**src/rtl/shift_sched.sv**
```systemverilog
// rtl/shift_sched.sv - two-requester scheduler in front of one shared external shifter
module shift_sched #(
  parameter int OPERAND_WIDTH = 16,
  parameter int SHAMT_WIDTH   = 4
) (
  input  logic                     clk,
  input  logic                     rst_n,
  input  logic [1:0]               req_valid,
  output logic [1:0]               req_ready,
  input  logic [OPERAND_WIDTH-1:0] req_in0,
  input  logic [OPERAND_WIDTH-1:0] req_in1,
  input  logic [SHAMT_WIDTH-1:0]   req_shamt0,
  input  logic [SHAMT_WIDTH-1:0]   req_shamt1,
  input  logic [1:0]               req_op0,
  input  logic [1:0]               req_op1,
  output logic [1:0]               rsp_valid,
  input  logic [1:0]               rsp_ready,
  output logic [OPERAND_WIDTH-1:0] rsp_data,
  output logic [OPERAND_WIDTH-1:0] sh_in,
  output logic [SHAMT_WIDTH-1:0]   sh_shamt,
  output logic [1:0]               sh_op,
  input  logic [OPERAND_WIDTH-1:0] sh_result,
  output logic                     busy
);

  typedef enum logic [1:0] {
    IDLE  = 2'd0,
    SHIFT = 2'd1,
    RESP  = 2'd2
  } state_t;

  state_t                   state;
  state_t                   state_nxt;
  logic                     prio;
  logic                     owner;
  logic                     winner;
  logic                     accept;
  logic                     rsp_done;
  logic [OPERAND_WIDTH-1:0] lat_in;
  logic [SHAMT_WIDTH-1:0]   lat_shamt;
  logic [1:0]               lat_op;
  logic [OPERAND_WIDTH-1:0] win_in;
  logic [SHAMT_WIDTH-1:0]   win_shamt;
  logic [1:0]               win_op;

  // Arbitration: a lone requester wins outright; on contention the priority pointer decides.
  always_comb begin
    winner    = (req_valid == 2'b11) ? prio : req_valid[1];
    accept    = rst_n && (state == IDLE) && (req_valid != 2'b00);
    req_ready = 2'b00;
    if (accept) begin
      req_ready = winner ? 2'b10 : 2'b01;
    end
    win_in    = winner ? req_in1    : req_in0;
    win_shamt = winner ? req_shamt1 : req_shamt0;
    win_op    = winner ? req_op1    : req_op0;
    rsp_done  = (state == RESP) && rsp_ready[owner];
  end

  // State register.
  always_ff @(posedge clk or negedge rst_n) begin
    if (!rst_n) begin
      state <= IDLE;
    end else begin
      state <= state_nxt;
    end
  end

  // Next state: zero shift amount bypasses the shifter and answers one cycle after acceptance.
  always_comb begin
    state_nxt = state;
    case (state)
      IDLE: begin
        if (accept) begin
          state_nxt = (win_shamt == '0) ? RESP : SHIFT;
        end
      end
      SHIFT:   state_nxt = RESP;
      RESP: begin
        if (rsp_done) begin
          state_nxt = IDLE;
        end
      end
      default: state_nxt = IDLE;
    endcase
  end

  // Latch the granted request so later input changes cannot disturb the operation in flight.
  always_ff @(posedge clk or negedge rst_n) begin
    if (!rst_n) begin
      lat_in    <= '0;
      lat_shamt <= '0;
      lat_op    <= 2'b00;
      owner     <= 1'b0;
    end else if (accept) begin
      lat_in    <= win_in;
      lat_shamt <= win_shamt;
      lat_op    <= win_op;
      owner     <= winner;
    end
  end

  // Result register: operand copied on bypass, shifter output captured at the end of SHIFT.
  always_ff @(posedge clk or negedge rst_n) begin
    if (!rst_n) begin
      rsp_data <= '0;
    end else if (accept && (win_shamt == '0)) begin
      rsp_data <= win_in;
    end else if (state == SHIFT) begin
      rsp_data <= sh_result;
    end
  end

  // Priority flips away from whoever was just served, so a persistent requester cannot starve the other.
  always_ff @(posedge clk or negedge rst_n) begin
    if (!rst_n) begin
      prio <= 1'b0;
    end else if (rsp_done) begin
      prio <= ~owner;
    end
  end

  // Output decode: shifter drive only during SHIFT, response strobe only toward the owner.
  always_comb begin
    sh_in     = '0;
    sh_shamt  = '0;
    sh_op     = 2'b00;
    rsp_valid = 2'b00;
    if (state == SHIFT) begin
      sh_in    = lat_in;
      sh_shamt = lat_shamt;
      sh_op    = lat_op;
    end
    if (state == RESP) begin
      rsp_valid = owner ? 2'b10 : 2'b01;
    end
    busy = (state != IDLE);
  end

endmodule

```
**config.mk**
```make
export PLATFORM = sky130hd
export DESIGN_NAME = shift_sched
export DESIGN_NICKNAME = d
export VERILOG_FILES = /design/src/rtl/shift_sched.sv
export SDC_FILE = /design/constraint.sdc
export NUM_CORES = 1
export LEC_CHECK = 0
export ABC_AREA = 1
export CAP_MARGIN = 10
export CORE_ASPECT_RATIO = 2
export CORE_MARGIN = 2
export CORE_UTILIZATION = 39
export CTS_BUF_LIST = sky130_fd_sc_hd__clkbuf_4
export DETAILED_ROUTE_END_ITERATION = 12
export PLACE_DENSITY = 0.78
export SYNTH_ARGS = -nofsm -noshare
export SYNTH_HDL_FRONTEND = slang
export SYNTH_SLANG_ARGS = --single-unit
export TNS_END_PERCENT = 10
```
**constraint.sdc**
```tcl
create_clock -name clk -period 1.65 [get_ports clk]
set_input_delay 0.33 -clock clk [delete_from_list [all_inputs] [get_ports clk]]
set_output_delay 0.33 -clock clk [all_outputs]
set_load 0.01 [all_outputs]
```
Run 1, signal wires on met1:
Scale bar: 20 um. Supply wires on this layer in gray.
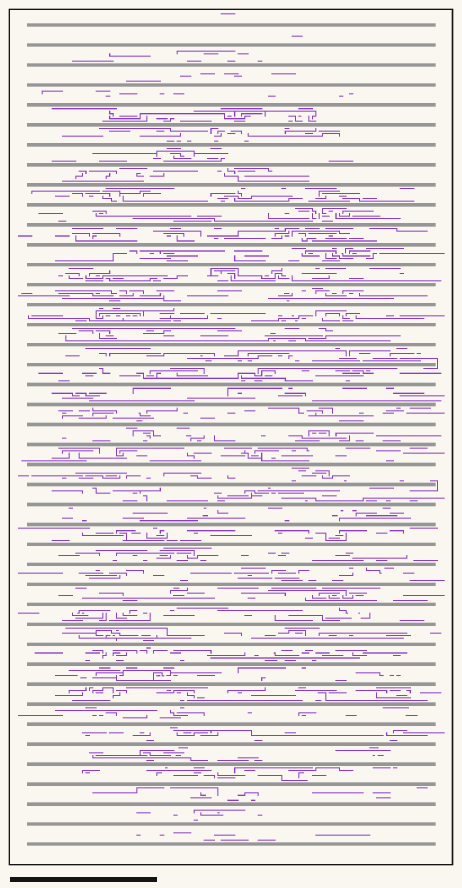
wire length on this layer: 2980 um
share of all routed wire: 40%

Run 1, the metal 2 layer:
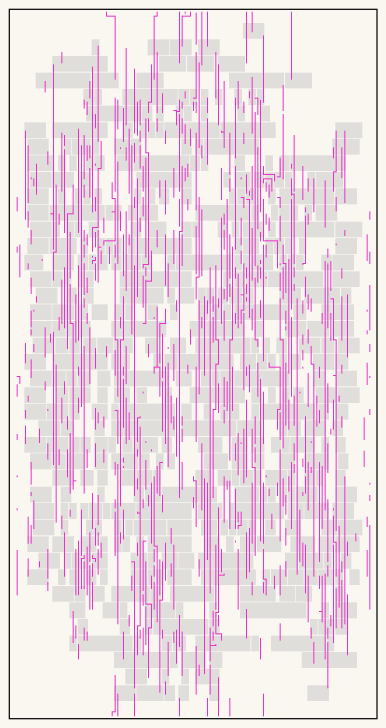
nets with wire on the layer: 420
main direction: vertical

Run 1, met3 routing:
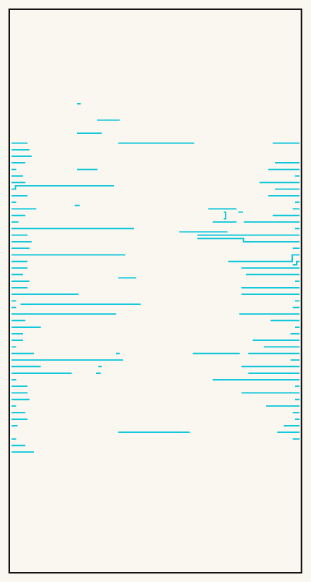
share of all routed wire: 8.5%
longest straight run: 25.1 um

==> run_results.csv, run 1 <==
group,metric,value,unit
yosys,synth-compound-area-share,0.0865,
yosys,syn_inst,342,
yosys,edf_count,0,
clock_tree,cts.reportedPaths.clkPinSlew,0.13,ns
yosys,async_flop_share,1.00,
status,status,"finished with violations",
global_route,grt_usage,0.217,
worst_setup_path,r2r-start,"prio",
floorplanning,tap_cells,86,
pwr,pwr-share-clk,0.138,
layout,fillCellCount,541,
route,drc,0,
layout,comb_share,0.305,
pwr,p_sw,0.00199,W
pwr,sequentialPowerShare,0.350,
yosys,mux_share,0,
yosys,top_area_cell,"dfrtp_1",
yosys,logic_family,"simple AND/OR/NAND/NOR gates",
sta,period_used_share,1.07,
pwr,swShare,0.389,
layout,antenna_cells,0,
route,wire_per_inst,13.1,um
yosys,ys_warn_count,0,
yosys,top_area_frac,0.427,
pwr,top_power_group,"combinational cells",
placed_design,place_worst_setup_slack,-0.517,ns
route,postRouteWirelength,7470,um
global_route,grt_max_degree,43,
sta,finalSetupViolations,42,
yosys,numSynthFlops,42,
min_path,min_path_type,"input pin to async pin",
sta,post-route-worst-setup-slack,-0.116,ns
yosys,ff_type,"dfrtp_1",
layout,final_cells,568,
yosys,synth_cell_types,25,
worst_setup_path,slowest_stage,"clkdlybuf4s50_1",
floorplanning,floorplan.core_util,0.396,
yosys,ys_seq_frac,0.427,
route,viasPerCell,4.69,
sta,maxSlewViolCount,0,
worst_setup_path,path_class,"input pin to flip-flop",
yosys,syn-cell-area,2460,um2
worst_setup_path,startpoint_type,"input pin",
worst_setup_path,reg2reg_depth,12,
layout,mostFrequentLayoutCell,"nand2_1",
layout,seqCellArea,1050,um2
layout,largest_class,"non-clock buffers",
worst_setup_path,r2r_end,"rsp_data[9]",
layout,drive_above_1_share,0.249,
worst_setup_path,crit_fanout,9,
worst_setup_path,critPathTopFamily,"buffers and inverters",
sta,fin_worst_skew,0.0102,ns
yosys,ys_cells,342,
worst_setup_path,critPathCaptureType,"flip-flop",
layout,area_share_nonclk_buffers,0.351,
sta,fin_tns_setup,-2.49,ns
yosys,synth_top_cell_by_count,"nand2_1",
placed_design,numPlacedInstances,552,
pwr,power,0.00511,W
pwr,max-vdd-ir-drop,658,uV
floorplanning,chipWidth,60.1,um
clock_tree,post_cts_buffers,3,
sta,rsz0062_at_grt,"yes",
status,failed_checks,"negative setup slack",
sta,holdWs,0.0454,ns
layout,sh_seq_area,0.262,
floorplanning,dieArea,6990,um2
layout,reg_top3,"lat_in: 16 flops, rsp_data: 16 flops, lat_shamt: 4 flops",
pwr,power.internal,0.00312,W
sta,max_freq,0.566,GHz
worst_setup_path,required,1.93,ns
global_route,grt_pass1_vias,2558,
yosys,ys_top_cells_by_area,"dfrtp_1, nand2_1, nand3_1, inv_1, o21ai_0",
worst_setup_path,r2r_setup_slack,-0.02,ns
layout,post-route-cell-area,4010,um2
placed_design,gp_congestion,0.847,
floorplanning,die_y,116,um
layout,clock_buffers,7,
layout,logic_area,1220,um2
layout,post-route-util,0.646,
yosys,netlist_top_cells_count,"nand2_1, dfrtp_1, nand3_1",
run,warnings,28,
yosys,synth-xor-area-share,0,
worst_setup_path,cp_slowest_stage_delay,0.49,ns
floorplanning,num_rows,41,
pwr,p_comb,0.00262,W
## run 1: worst max-delay path by stage
stage,start,endpoint,slack (ns),depth (start not counted)
5_1_grt,state[0],req_ready[1],-0.18,6
4_1_cts,state[1],req_ready[1],-0.15,6
6_report,req_valid[1],rsp_data[13],-0.12,10
3_5_place_dp,req_valid[0],rsp_data[11],-0.52,10
2_1_floorplan,state[1],sh_in[10],0.06,5
3_3_place_gp,req_valid[1],req_ready[0],-0.49,6
## run 1: per-layer routing
layer | global-route usage | part of all wire | vias to the layer above | wire [um]
met2 | 0.360 | 0.49 | 112 | 3620
li1 | - | - | 1351 | -
met1 | 0.261 | 0.40 | 1184 | 2980
met5 | 0 | 0 | - | 0
met4 | 0.0874 | 0.031 | 0 | 231
met3 | 0.0565 | 0.084 | 15 | 630
Run 1, metal 4:
Scale bar: 20 um. Supply wires on this layer in gray.
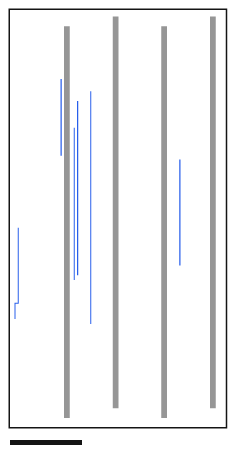

--- run 2 (diff from run 1) ---
--- a/config.mk
+++ b/config.mk
@@ -8,11 +8,11 @@
 export ABC_AREA = 1
 export CAP_MARGIN = 10
 export CORE_ASPECT_RATIO = 2
-export CORE_MARGIN = 2
-export CORE_UTILIZATION = 39
+export CORE_MARGIN = 5
+export CORE_UTILIZATION = 43
 export CTS_BUF_LIST = sky130_fd_sc_hd__clkbuf_4
 export DETAILED_ROUTE_END_ITERATION = 12
-export PLACE_DENSITY = 0.78
+export PLACE_DENSITY = 0.82
 export SYNTH_ARGS = -nofsm -noshare
 export SYNTH_HDL_FRONTEND = slang
 export SYNTH_SLANG_ARGS = --single-unit
==> constraint.sdc (replaced) <==
create_clock -name clk -period 1.7 [get_ports clk]
set_input_delay 0.34 -clock clk [delete_from_list [all_inputs] [get_ports clk]]
set_output_delay 0.34 -clock clk [all_outputs]
set_load 0.01 [all_outputs]
Run 2, metal 4:
Scale bar: 20 um. Supply wires on this layer in gray.
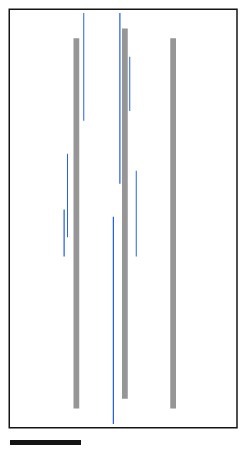
main direction: vertical
nets with wire on the layer: 7
longest straight run: 57.8 um
Via Count: 2702
Post-Route WL: 7910 um

==> run_results.csv, run 2 <==
group,metric,value,unit
global_route,grt_usage,0.206,
yosys,syn-cell-area,2460,um2
layout,reg_top3,"lat_in: 16 flops, rsp_data: 16 flops, lat_shamt: 4 flops",
floorplanning,dieArea,7420,um2
yosys,ys_warn_count,0,
pwr,swShare,0.395,
layout,comb_share,0.306,
pwr,max-vdd-ir-drop,874,uV
min_path,min_path_type,"input pin to async pin",
layout,fillCellCount,492,
floorplanning,floorplan.core_util,0.434,
status,status,"finished with violations",
run,warnings,28,
sta,post-route-worst-setup-slack,-0.0272,ns
status,failed_checks,"negative setup slack",
yosys,logic_family,"simple AND/OR/NAND/NOR gates",
route,drc,0,
layout,clock_buffers,5,
yosys,ff_type,"dfrtp_1",
route,top_layer,"met4",
layout,post-route-cell-area,3880,um2
yosys,ys_cells,342,
worst_setup_path,crit_fanout,3,
worst_setup_path,critPathTopFamily,"flip-flops",
worst_setup_path,r2r_end,"rsp_data[4]",
global_route,grt_pass1_vias,2651,
yosys,synth-xor-area-share,0,
worst_setup_path,path_class,"flip-flop to output pin",
layout,antenna_cells,1,
global_route,use_met1,0.218,
placed_design,gp_congestion,0.835,
placed_design,place_worst_setup_slack,-0.502,ns
yosys,netlist_top_cells_count,"nand2_1, dfrtp_1, nand3_1",
yosys,async_flop_share,1.00,
route,drt-met1-wl,2760,um
yosys,ys_top_cells_by_area,"dfrtp_1, nand2_1, nand3_1, inv_1, o21ai_0",
floorplanning,chipWidth,63.5,um
worst_setup_path,reg2reg_depth,9,
layout,mostFrequentLayoutCell,"nand2_1",
clock_tree,cts.reportedPaths.clkPinSlew,0.13,ns
route,wire_per_inst,14.7,um
yosys,synth_cell_types,25,
sta,period_used_share,1.02,
yosys,numSynthFlops,42,
pwr,sequentialPowerShare,0.368,
route,dr_wl_met2,4550,um
worst_setup_path,critPathCaptureType,"output pin",
sta,finalSetupViolations,9,
worst_setup_path,required,1.36,ns
yosys,syn_inst,342,
yosys,top_area_frac,0.427,
route,viasPerCell,5.00,
layout,area_share_nonclk_buffers,0.354,
worst_setup_path,cp-startpoint,"state[1]",
global_route,met2_usage,0.381,
yosys,edf_count,0,
layout,logic_area,1190,um2
pwr,power.internal,0.00284,W
sta,maxSlewViolCount,0,
yosys,synth-compound-area-share,0.0865,
clock_tree,post_cts_buffers,1,
-- run 2: power by group through the flow --
stage	logic [W]	clock network (W)	registers, W
finish	0.00249	0.000477	0.00172
global route	0.00276	0.000536	0.00179
CTS	0.00243	0.000487	0.00172
detailed placement	0.00244	0	0.00175
global placement	0.00238	0	0.00172
floorplan	0.00116	0	0.00178
-- run 2: stage by stage --
stage                     instances  setup TNS [ns]  utilization  hold slack [ns]  total power (W)
final                           540          -0.103        0.686           0.0863          0.00469
after global routing            540           -3.55        0.686           0.0993          0.00508
after CTS                       534           -2.82        0.673           0.0916          0.00464
after detailed placement        525          -14.37        0.661            0.475          0.00418
after global placement          525          -12.45        0.661            0.467          0.00410
after floorplan                 342               0            -           0.0444          0.00294
Run 2, the metal 2 layer:
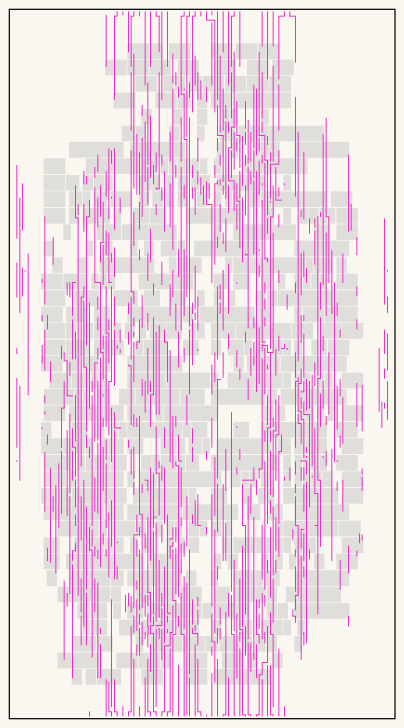

--- run 3 (diff from run 2) ---
==> constraint.sdc (replaced) <==
create_clock -name clk -period 1.8 [get_ports clk]
set_input_delay 0.36 -clock clk [delete_from_list [all_inputs] [get_ports clk]]
set_output_delay 0.36 -clock clk [all_outputs]
set_load 0.01 [all_outputs]
Run 3, the metal 2 layer:
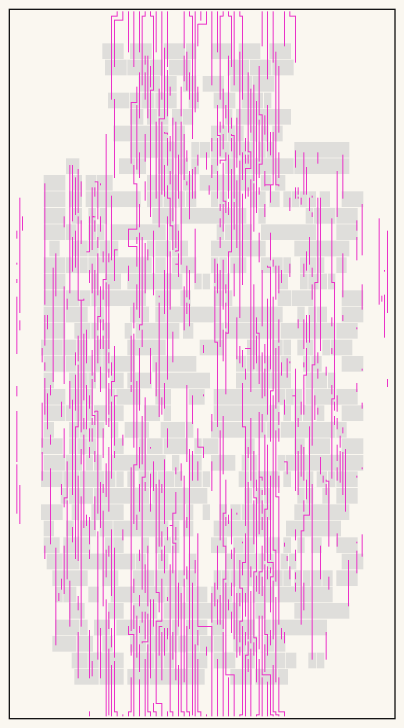
wire length on this layer: 4220 um
longest straight run: 35.0 um
GR Layer Usage met2: 0.393
Post-Route WL: 7600 um

==> run_results.csv, run 3 <==
group,metric,value,unit
status,status,"finished, final reports clean",
layout,seqCellArea,1050,um2
global_route,grt_pass1_vias,2578,
yosys,edf_count,0,
yosys,top_area_cell,"dfrtp_1",
placed_design,place_worst_setup_slack,-0.417,ns
yosys,numSynthFlops,42,
global_route,grt_usage,0.203,
layout,fillCellCount,496,
yosys,ff_type,"dfrtp_1",
route,top_layer,"met4",
worst_setup_path,r2r_end,"rsp_data[4]",
route,vias,2649,
worst_setup_path,path_class,"input pin to output pin",
sta,post-route-worst-setup-slack,0.0249,ns
pwr,p_comb,0.00230,W
worst_setup_path,critPathCaptureType,"output pin",
layout,post-route-cell-area,3760,um2
yosys,syn-cell-area,2460,um2
worst_setup_path,cp-endpoint,"req_ready[1]",
yosys,ys_seq_frac,0.427,
pwr,top_power_group,"combinational cells",
floorplanning,die_y,117,um
layout,mostFrequentLayoutCell,"nand2_1",
clock_tree,cts.reportedPaths.clkPinSlew,0.12,ns
yosys,syn_inst,342,
pwr,seq_power,0.00165,W
layout,post-route-util,0.664,
route,drc,0,
layout,antenna_cells,0,
floorplanning,num_rows,39,
yosys,ys_warn_count,0,
run,warnings,28,
floorplanning,dieArea,7420,um2
worst_setup_path,r2r_setup_slack,0.12,ns
yosys,ys_top_cells_by_area,"dfrtp_1, nand2_1, nand3_1, inv_1, o21ai_0",
sta,period_used_share,0.986,
global_route,grt_util_met3,0.0382,
min_path,min_path_type,"input pin to async pin",
yosys,synth-xor-area-share,0,
sta,fin_worst_skew,0.00707,ns
global_route,grt_max_degree,43,
sta,max_freq,0.563,GHz
layout,logic_area,1200,um2
worst_setup_path,required,1.44,ns
placed_design,gp_congestion,0.837,
sta,rsz0062_at_grt,"yes",
yosys,netlist_top_cells_count,"nand2_1, dfrtp_1, nand3_1",
sta,fin_tns_setup,0,ns
yosys,synth_cell_types,25,
placed_design,numPlacedInstances,524,
sta,maxSlewViolCount,0,
yosys,synth-compound-area-share,0.0865,
global_route,use_met1,0.202,
pwr,sequentialPowerShare,0.374,
sta,min_period,1.78,ns
route,wl_met3,429,um
layout,drive_above_1_share,0.210,
pwr,max-vdd-ir-drop,823,uV
worst_setup_path,cp-startpoint,"req_valid[1]",
layout,final_cells,533,
route,dr_wl_met2,4220,um
pwr,combPwrFrac,0.524,
global_route,busiest_layer,"met2",
worst_setup_path,crit_fanout,4,
yosys,logic_family,"simple AND/OR/NAND/NOR gates",
pwr,pwr-share-clk,0.102,
pwr,power.internal,0.00264,W
pwr,power,0.00440,W
worst_setup_path,startpoint_type,"input pin",
yosys,ys_cells,342,
worst_setup_path,r2r-start,"state[0]",
clock_tree,post_cts_buffers,1,
yosys,async_flop_share,1.00,
pwr,swShare,0.401,
==> run 3: netlist changes by cell type in the layout (fill, tap and decap cells not counted), sizes merged <==
cell,before,now
buf,61,58
clkbuf,9,7
clkdlybuf4s15,1,0
diode,1,0
dlymetal6s2s,2,0
clkdlybuf4s50,78,80
==> run 3: worst max-delay path, stage by stage <==
cell             delay, ns
clkdlybuf4s50_1       0.48
nor2_1                0.08
nor3_4                0.22
inv_4                 0.08
nor2_4                0.10
buf_6                 0.11
==> run 3: layout make-up <==
class,count,share of cell area
Timing Repair Buffer,140,0.331
Multi-Input combinational cell,246,0.318
Sequential cell,42,0.280
Inverter,36,0.0366
Tap cell,61,0.0203
Clock buffer,5,0.00999
Clock inverter,3,0.00433

==> notes/layouts.md <==
Pictures saved along the way, in no particular order.

Congestion heat map.
panel A
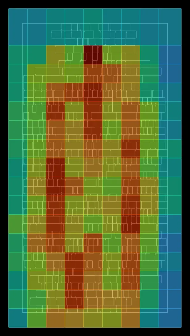
panel B
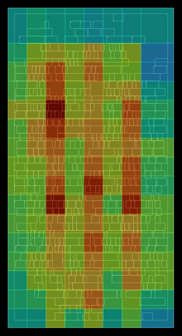
Run 1 is panel B.
Run 2 is panel A.

Power figures rest on the tool's default switching activity, not on a simulated workload.
